I/O pins on the die edge:
Pins as bars across the die edge, other pins in grey.
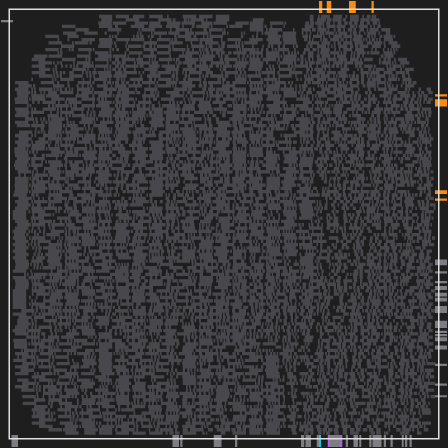
Clock distribution:
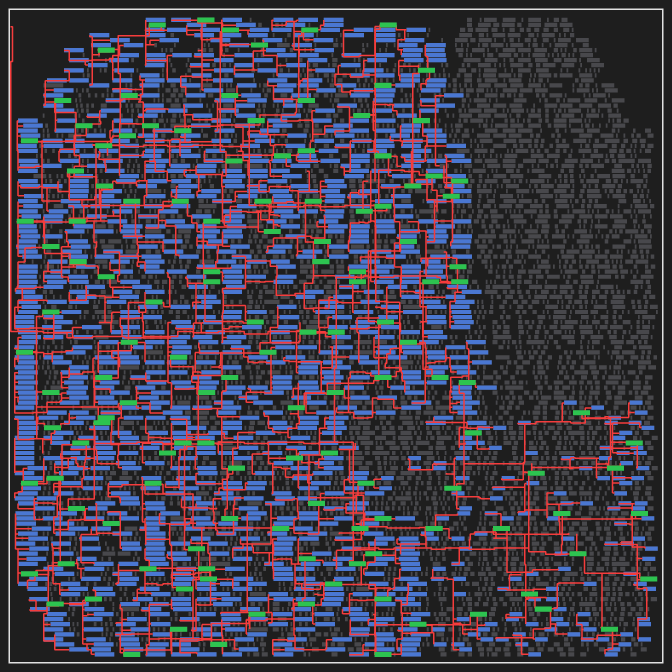
## src/rtl/filter_bank_sequencer.sv

```systemverilog
`default_nettype none
// ============================================================================
// Module   : filter_bank_sequencer
// Purpose  : Time-multiplexed controller for a three-band FIR equalizer.
//            Stores each accepted sample in a circular delay buffer and
//            steps one shared multiplier across every tap of the low, mid
//            and high coefficient sets. The three band sums are then
//            presented to the downstream stage behind a valid/ready
//            handshake.
// Ports    : clk, reset          - clock and synchronous active-high reset
//            clear_req           - zero the delay buffer (honoured in IDLE)
//            in_valid/in_ready   - input sample handshake, audio_in = sample
//            coeff_band/idx      - coefficient address driven during MAC
//            coeff_data          - signed coefficient returned for that address
//            out_valid/out_ready - band result handshake
//            low/mid/high_band   - signed band results
//            busy                - high while clearing or accumulating
// Revision : 1.0 - initial release
// ============================================================================
module filter_bank_sequencer #(
  parameter  int FILTER_SIZE      = 100,
  parameter  int AUDIO_DEPTH      = 16,
  parameter  int FILTER_PRECISION = 512,
  parameter  int IN_SHIFT         = 5,
  localparam int NTAPS            = FILTER_SIZE + 1,
  localparam int IDX_W            = $clog2(NTAPS)
) (
  input  logic                          clk,
  input  logic                          reset,
  input  logic                          clear_req,
  input  logic                          in_valid,
  output logic                          in_ready,
  input  logic signed [AUDIO_DEPTH-1:0] audio_in,
  output logic [1:0]                    coeff_band,
  output logic [IDX_W-1:0]              coeff_idx,
  input  logic signed [AUDIO_DEPTH-1:0] coeff_data,
  output logic                          out_valid,
  input  logic                          out_ready,
  output logic signed [AUDIO_DEPTH-1:0] low_band,
  output logic signed [AUDIO_DEPTH-1:0] mid_band,
  output logic signed [AUDIO_DEPTH-1:0] high_band,
  output logic                          busy
);

  typedef enum logic [1:0] {
    S_CLEAR = 2'd0,
    S_IDLE  = 2'd1,
    S_MAC   = 2'd2,
    S_OUT   = 2'd3
  } state_t;

  localparam logic [IDX_W-1:0]               C_LAST = IDX_W'(FILTER_SIZE);
  localparam logic [IDX_W-1:0]               C_ONE  = IDX_W'(1);
  localparam logic [IDX_W-1:0]               C_NTAP = IDX_W'(NTAPS);
  localparam logic signed [2*AUDIO_DEPTH-1:0] C_PREC = (2*AUDIO_DEPTH)'(FILTER_PRECISION);

  state_t                        state_q, state_d;
  logic [IDX_W-1:0]              clr_cnt_q, clr_cnt_d;
  logic [IDX_W-1:0]              wr_ptr_q, wr_ptr_d;
  logic [IDX_W-1:0]              tap_q, tap_d;
  logic [1:0]                    band_q, band_d;
  logic signed [AUDIO_DEPTH-1:0] acc_q [3];
  logic signed [AUDIO_DEPTH-1:0] acc_d [3];
  logic signed [AUDIO_DEPTH-1:0] low_q, low_d, mid_q, mid_d, high_q, high_d;
  logic                          out_valid_q, out_valid_d;

  // Delay line; contents are defined by the CLEAR pass that follows reset.
  logic signed [AUDIO_DEPTH-1:0] mem_q [NTAPS];
  logic                          mem_we;
  logic [IDX_W-1:0]              mem_waddr;
  logic signed [AUDIO_DEPTH-1:0] mem_wdata;

  logic [IDX_W-1:0]                wr_ptr_inc;
  logic [IDX_W-1:0]                rd_idx;
  logic signed [AUDIO_DEPTH-1:0]   x_w;
  logic signed [2*AUDIO_DEPTH-1:0] prod_w;
  logic signed [2*AUDIO_DEPTH-1:0] quot_w;
  logic signed [AUDIO_DEPTH-1:0]   term_w;

  assign wr_ptr_inc = (wr_ptr_q == C_LAST) ? '0 : wr_ptr_q + C_ONE;
  // Modular subtract; the add of NTAPS may overflow IDX_W bits but the
  // final in-range result is still exact modulo 2**IDX_W.
  assign rd_idx     = (wr_ptr_q >= tap_q) ? wr_ptr_q - tap_q
                                          : C_NTAP + wr_ptr_q - tap_q;
  assign x_w        = mem_q[rd_idx];
  assign prod_w     = coeff_data * x_w;
  // Signed division truncates toward zero, unlike an arithmetic shift.
  assign quot_w     = prod_w / C_PREC;
  assign term_w     = quot_w[AUDIO_DEPTH-1:0];

  assign in_ready   = (state_q == S_IDLE);
  assign busy       = (state_q == S_CLEAR) || (state_q == S_MAC);
  assign coeff_band = (state_q == S_MAC) ? band_q : 2'd0;
  assign coeff_idx  = (state_q == S_MAC) ? C_LAST - tap_q : '0;
  assign out_valid  = out_valid_q;
  assign low_band   = low_q;
  assign mid_band   = mid_q;
  assign high_band  = high_q;

  always_comb begin
    state_d     = state_q;
    clr_cnt_d   = clr_cnt_q;
    wr_ptr_d    = wr_ptr_q;
    tap_d       = tap_q;
    band_d      = band_q;
    for (int b = 0; b < 3; b++) acc_d[b] = acc_q[b];
    low_d       = low_q;
    mid_d       = mid_q;
    high_d      = high_q;
    out_valid_d = out_valid_q;
    mem_we      = 1'b0;
    mem_waddr   = '0;
    mem_wdata   = '0;

    case (state_q)
      S_CLEAR: begin
        mem_we    = 1'b1;
        mem_waddr = clr_cnt_q;
        if (clr_cnt_q == C_LAST) begin
          clr_cnt_d = '0;
          wr_ptr_d  = '0;
          state_d   = S_IDLE;
        end else begin
          clr_cnt_d = clr_cnt_q + C_ONE;
        end
      end
      S_IDLE: begin
        if (in_valid) begin
          wr_ptr_d  = wr_ptr_inc;
          mem_we    = 1'b1;
          mem_waddr = wr_ptr_inc;
          mem_wdata = audio_in >>> IN_SHIFT;
          for (int b = 0; b < 3; b++) acc_d[b] = '0;
          band_d    = 2'd0;
          tap_d     = '0;
          state_d   = S_MAC;
        end else if (clear_req) begin
          clr_cnt_d = '0;
          state_d   = S_CLEAR;
        end
      end
      S_MAC: begin
        for (int b = 0; b < 3; b++) begin
          if (band_q == 2'(b)) acc_d[b] = acc_q[b] + term_w;
        end
        if (tap_q == C_LAST) begin
          tap_d = '0;
          if (band_q == 2'd2) begin
            // acc_d already holds the final high-band term.
            low_d       = acc_d[0];
            mid_d       = acc_d[1];
            high_d      = acc_d[2];
            out_valid_d = 1'b1;
            state_d     = S_OUT;
          end else begin
            band_d = band_q + 2'd1;
          end
        end else begin
          tap_d = tap_q + C_ONE;
        end
      end
      S_OUT: begin
        if (out_ready) begin
          out_valid_d = 1'b0;
          state_d     = S_IDLE;
        end
      end
      default: state_d = S_CLEAR;
    endcase
  end

  always_ff @(posedge clk) begin
    if (reset) begin
      state_q     <= S_CLEAR;
      clr_cnt_q   <= '0;
      wr_ptr_q    <= '0;
      tap_q       <= '0;
      band_q      <= 2'd0;
      for (int b = 0; b < 3; b++) acc_q[b] <= '0;
      low_q       <= '0;
      mid_q       <= '0;
      high_q      <= '0;
      out_valid_q <= 1'b0;
    end else begin
      state_q     <= state_d;
      clr_cnt_q   <= clr_cnt_d;
      wr_ptr_q    <= wr_ptr_d;
      tap_q       <= tap_d;
      band_q      <= band_d;
      for (int b = 0; b < 3; b++) acc_q[b] <= acc_d[b];
      low_q       <= low_d;
      mid_q       <= mid_d;
      high_q      <= high_d;
      out_valid_q <= out_valid_d;
    end
  end

  always_ff @(posedge clk) begin
    if (mem_we) mem_q[mem_waddr] <= mem_wdata;
  end

endmodule
`default_nettype wire

```

## config.mk

```make
export PLATFORM = sky130hd
export DESIGN_NAME = filter_bank_sequencer
export DESIGN_NICKNAME = d
export VERILOG_FILES = /design/src/rtl/filter_bank_sequencer.sv
export SDC_FILE = /design/constraint.sdc
export NUM_CORES = 2
export LEC_CHECK = 0
export CELL_PAD_IN_SITES_DETAIL_PLACEMENT = 1
export CELL_PAD_IN_SITES_GLOBAL_PLACEMENT = 1
export CORE_MARGIN = 2
export CORE_UTILIZATION = 52
export CTS_CLUSTER_DIAMETER = 120
export DETAILED_ROUTE_END_ITERATION = 10
export HOLD_SLACK_MARGIN = 0.05
export PLACE_DENSITY_LB_ADDON = 0.1
export SLEW_MARGIN = 20
export SYNTH_ARGS = -nofsm -noshare
export SYNTH_HDL_FRONTEND = slang
export SYNTH_SLANG_ARGS = --single-unit
```

## constraint.sdc

```tcl
create_clock -name clk -period 13.8 [get_ports clk]
set_input_delay 2.76 -clock clk [delete_from_list [all_inputs] [get_ports clk]]
set_output_delay 2.76 -clock clk [all_outputs]
set_load 0.05 [all_outputs]
```

==> out/metrics.yaml <==
placed_design:
  place_hpwl_mm: 131
  dpl-instance-area_sq_um: 69400
  gp_congestion: 0.866
  io_buffers: 91
floorplan:
  fp.dieW_um: 352
  ios: 97
  die_h_um: 352
  num_rows: 127
  core-area_sq_um: 120000
timing:
  fin_setup_tns_ns: 0
  drv_slew: 0
  relSlewSlack_pct: 20.3
  finalHoldViolations: 0
  hold_ws_ns: 0.452
logic_synthesis:
  yosysWarnings: 0
  top_logic_kind: "simple AND/OR/NAND/NOR gates"
  synth-adder-area-share_pct: 11.4
  fp_nets: 6042
  synth-simple-area-share_pct: 18.0
  compound_area_share_pct: 6.59
  netlist_instances: 5587
  ys_seq_share_pct: 56.8
  mux_area_share_pct: 1.20
  edf_count: 1111
  syn_area_sq_um: 63000
  synthArstFlopShare_pct: 0
  ys_cells: 5587
setup_path:
  crit_top_cell: "buf_4"
  max_stage_delay_ns: 0.56
  cp.arrival_ns: 14.00
  cp-end-kind: "flip-flop"
  path_max_fanout: 9
  cp_slowest_cell: "fa_1"
  cp.required_ns: 14.42
  cp-start-kind: "flip-flop"
global_routing:
  overflow: 0
  grt_pass1_wl_mm: 297
  use_met2_pct: 54.4
  grt_use_met1_pct: 39.1
  grt_max_degree: 102
  antenna_found_initial: 0
clock_network:
  htreeDepth: 4
  cts_tree: "done"
  cts_root_buf: "clkbuf_16"
  cts_sinks: 1233
  clk_pin_slew_ns: 0.05
finish:
  final_nets: 6520
  final_layout_size_suffix_gt1_share_pct: 16.6
  seqCellArea_sq_um: 35800
  logic_area_sq_um: 25400
  fin_area_sq_um: 75100
  fillCellCount: 12300
  diodes: 0
status:
  status: "finished, final reports clean"
flow_run:
  tool_warnings: 54
pwr:
  power.total_mw: 23.0
  cellLeakagePower_nw: 28.7
  power_density_nw_per_um2: 306
drt:
  vias: 46300
  drc: 0
  viasPerCell: 5.95
  first_pass_iters: 5
  ant_nets: 0
About 'I/O pins on the die edge':
Purple stands for coeff_band, pins 2, direction output, edge bottom. Cyan stands for out_valid, pins 1, direction output, edge bottom. Orange stands for coeff_data, pins 16, direction input, edge 8 right, 8 top.
All pins by edge: 52 bottom, 36 right, 8 top, 1 left.

About 'clock distribution':
Red stands for clock wires, length 15500 um. Blue stands for flip-flops, count 1233. Green stands for cells driving clock nets, count 134.
There are 135 routed clock nets. Position of the flops: spread over the die.

## state kept, by name (all words and copies together) (netlist names)
register	count
band_q	2
mid_band	16
clr_cnt_q	7
out_valid	1
acc_q	48
low_band	16
mem_q	1111
high_band	16
tap_q	7
wr_ptr_q	7
state_q	2
## cells in the mapped netlist, types with 6 or more instances
library cell,n,share of area [%]
a211oi_2,8,0.16
o21bai_1,8,0.095
buf_6,7,0.13
fa_1,256,8.1
dfxtp_1,122,3.9
a32oi_1,6,0.083
xnor2_1,71,0.99
nand4_1,34,0.34
o311ai_0,35,0.49
a22oi_1,16,0.19
or3_1,8,0.079
o21ai_1,7,0.056
and3_1,124,1.2
nor2_1,344,2.0
a311oi_1,100,1.4
clkbuf_1,137,0.82
nand2_1,1134,6.8
nand3_1,579,4.6
mux2i_1,51,0.81
or2_2,7,0.069
a31oi_1,20,0.20
buf_1,31,0.18
nor2b_1,84,0.83
nor4_1,10,0.099
nor3_1,34,0.27
ha_1,162,3.2
buf_4,20,0.24
mux4_2,7,0.25
o21a_1,16,0.19
a211oi_1,68,0.81
a21oi_1,123,0.98
xor2_1,27,0.38
inv_1,359,2.1
and2_1,31,0.31
a21o_1,22,0.26
mux2_2,8,0.14
edfxtp_1,1111,53
buf_2,130,1.0
o21ai_0,54,0.43
nand2b_1,92,0.91
o211ai_1,14,0.17
## critical path, delay by kind of cell (launching register included)
family          cells  cell delay, ns
fa+ha+maj          11            4.45
compound gates     20            3.45
buf+inv            16            2.31
simple gates       14            2.04
xor+xnor            4            0.57
flops               1            0.33
## worst paths after layout
path | cells after the start | slack, ns | startpoint | endpoint
min | 2 | 0.45 | mid_band[1] | mid_band[1]
max reg2reg | 65 | 0.41 | tap_q[3] | low_band[15]
min reg2reg | 2 | 0.45 | mid_band[1] | mid_band[1]
max | 65 | 0.41 | tap_q[3] | low_band[15]
## per-stage QoR
step | cells | setup WS (ns)
2_1_floorplan | 5587 | 1.12
3_3_place_gp | 7494 | -0.302
3_5_place_dp | 7494 | -0.706
4_1_cts | 7746 | -0.0581
5_1_grt | 7783 | -0.0912
6_report | 7783 | 0.414
## logic make-up (layout without fill, tap and decap cells)
logic type,after synthesis,in the layout
xor gates and xnor gates,100,100
AOI/OAI and AO/OA,563,563
buffers and inverters,691,1272
and+or+nand+nor,2515,2518
muxes,66,66
adders and majority gates,419,419
DFF,1233,1233
## layout make-up
type                            instances  share of cell area (%)
Clock buffer                          175                    4.79
Clock inverter                         67                   0.878
Inverter                              362                    1.81
Multi-Input combinational cell       3666                    33.8
Sequential cell                      1233                    47.7
Tap cell                             1612                    2.69
Timing Repair Buffer                  668                    8.41
## power by group
part           switching, mW  leakage, nW  internal (mW)
clock network           1.54         2.09           2.01
logic                   7.96         15.8           7.49
registers            0.00368         10.8           4.02
## routing by layer
metal | part of all wire, % | routed length (um) | vias to the layer above
li1 | - | - | 20500
met1 | 39 | 76900 | 23700
met2 | 51 | 101000 | 1668
met3 | 6.2 | 12300 | 423
met4 | 4.1 | 8040 | 0
met5 | 0 | 0 | -
## repair_timing
action / 4_1_cts / 5_1_grt
pin swaps: 6 / 30
gates resized: 49 / 136
gates cloned: 2 / 7
setup endpoints to repair: 38 / 50
buffers inserted: 8 / 30
Power is estimated from default activity; no workload was simulated.
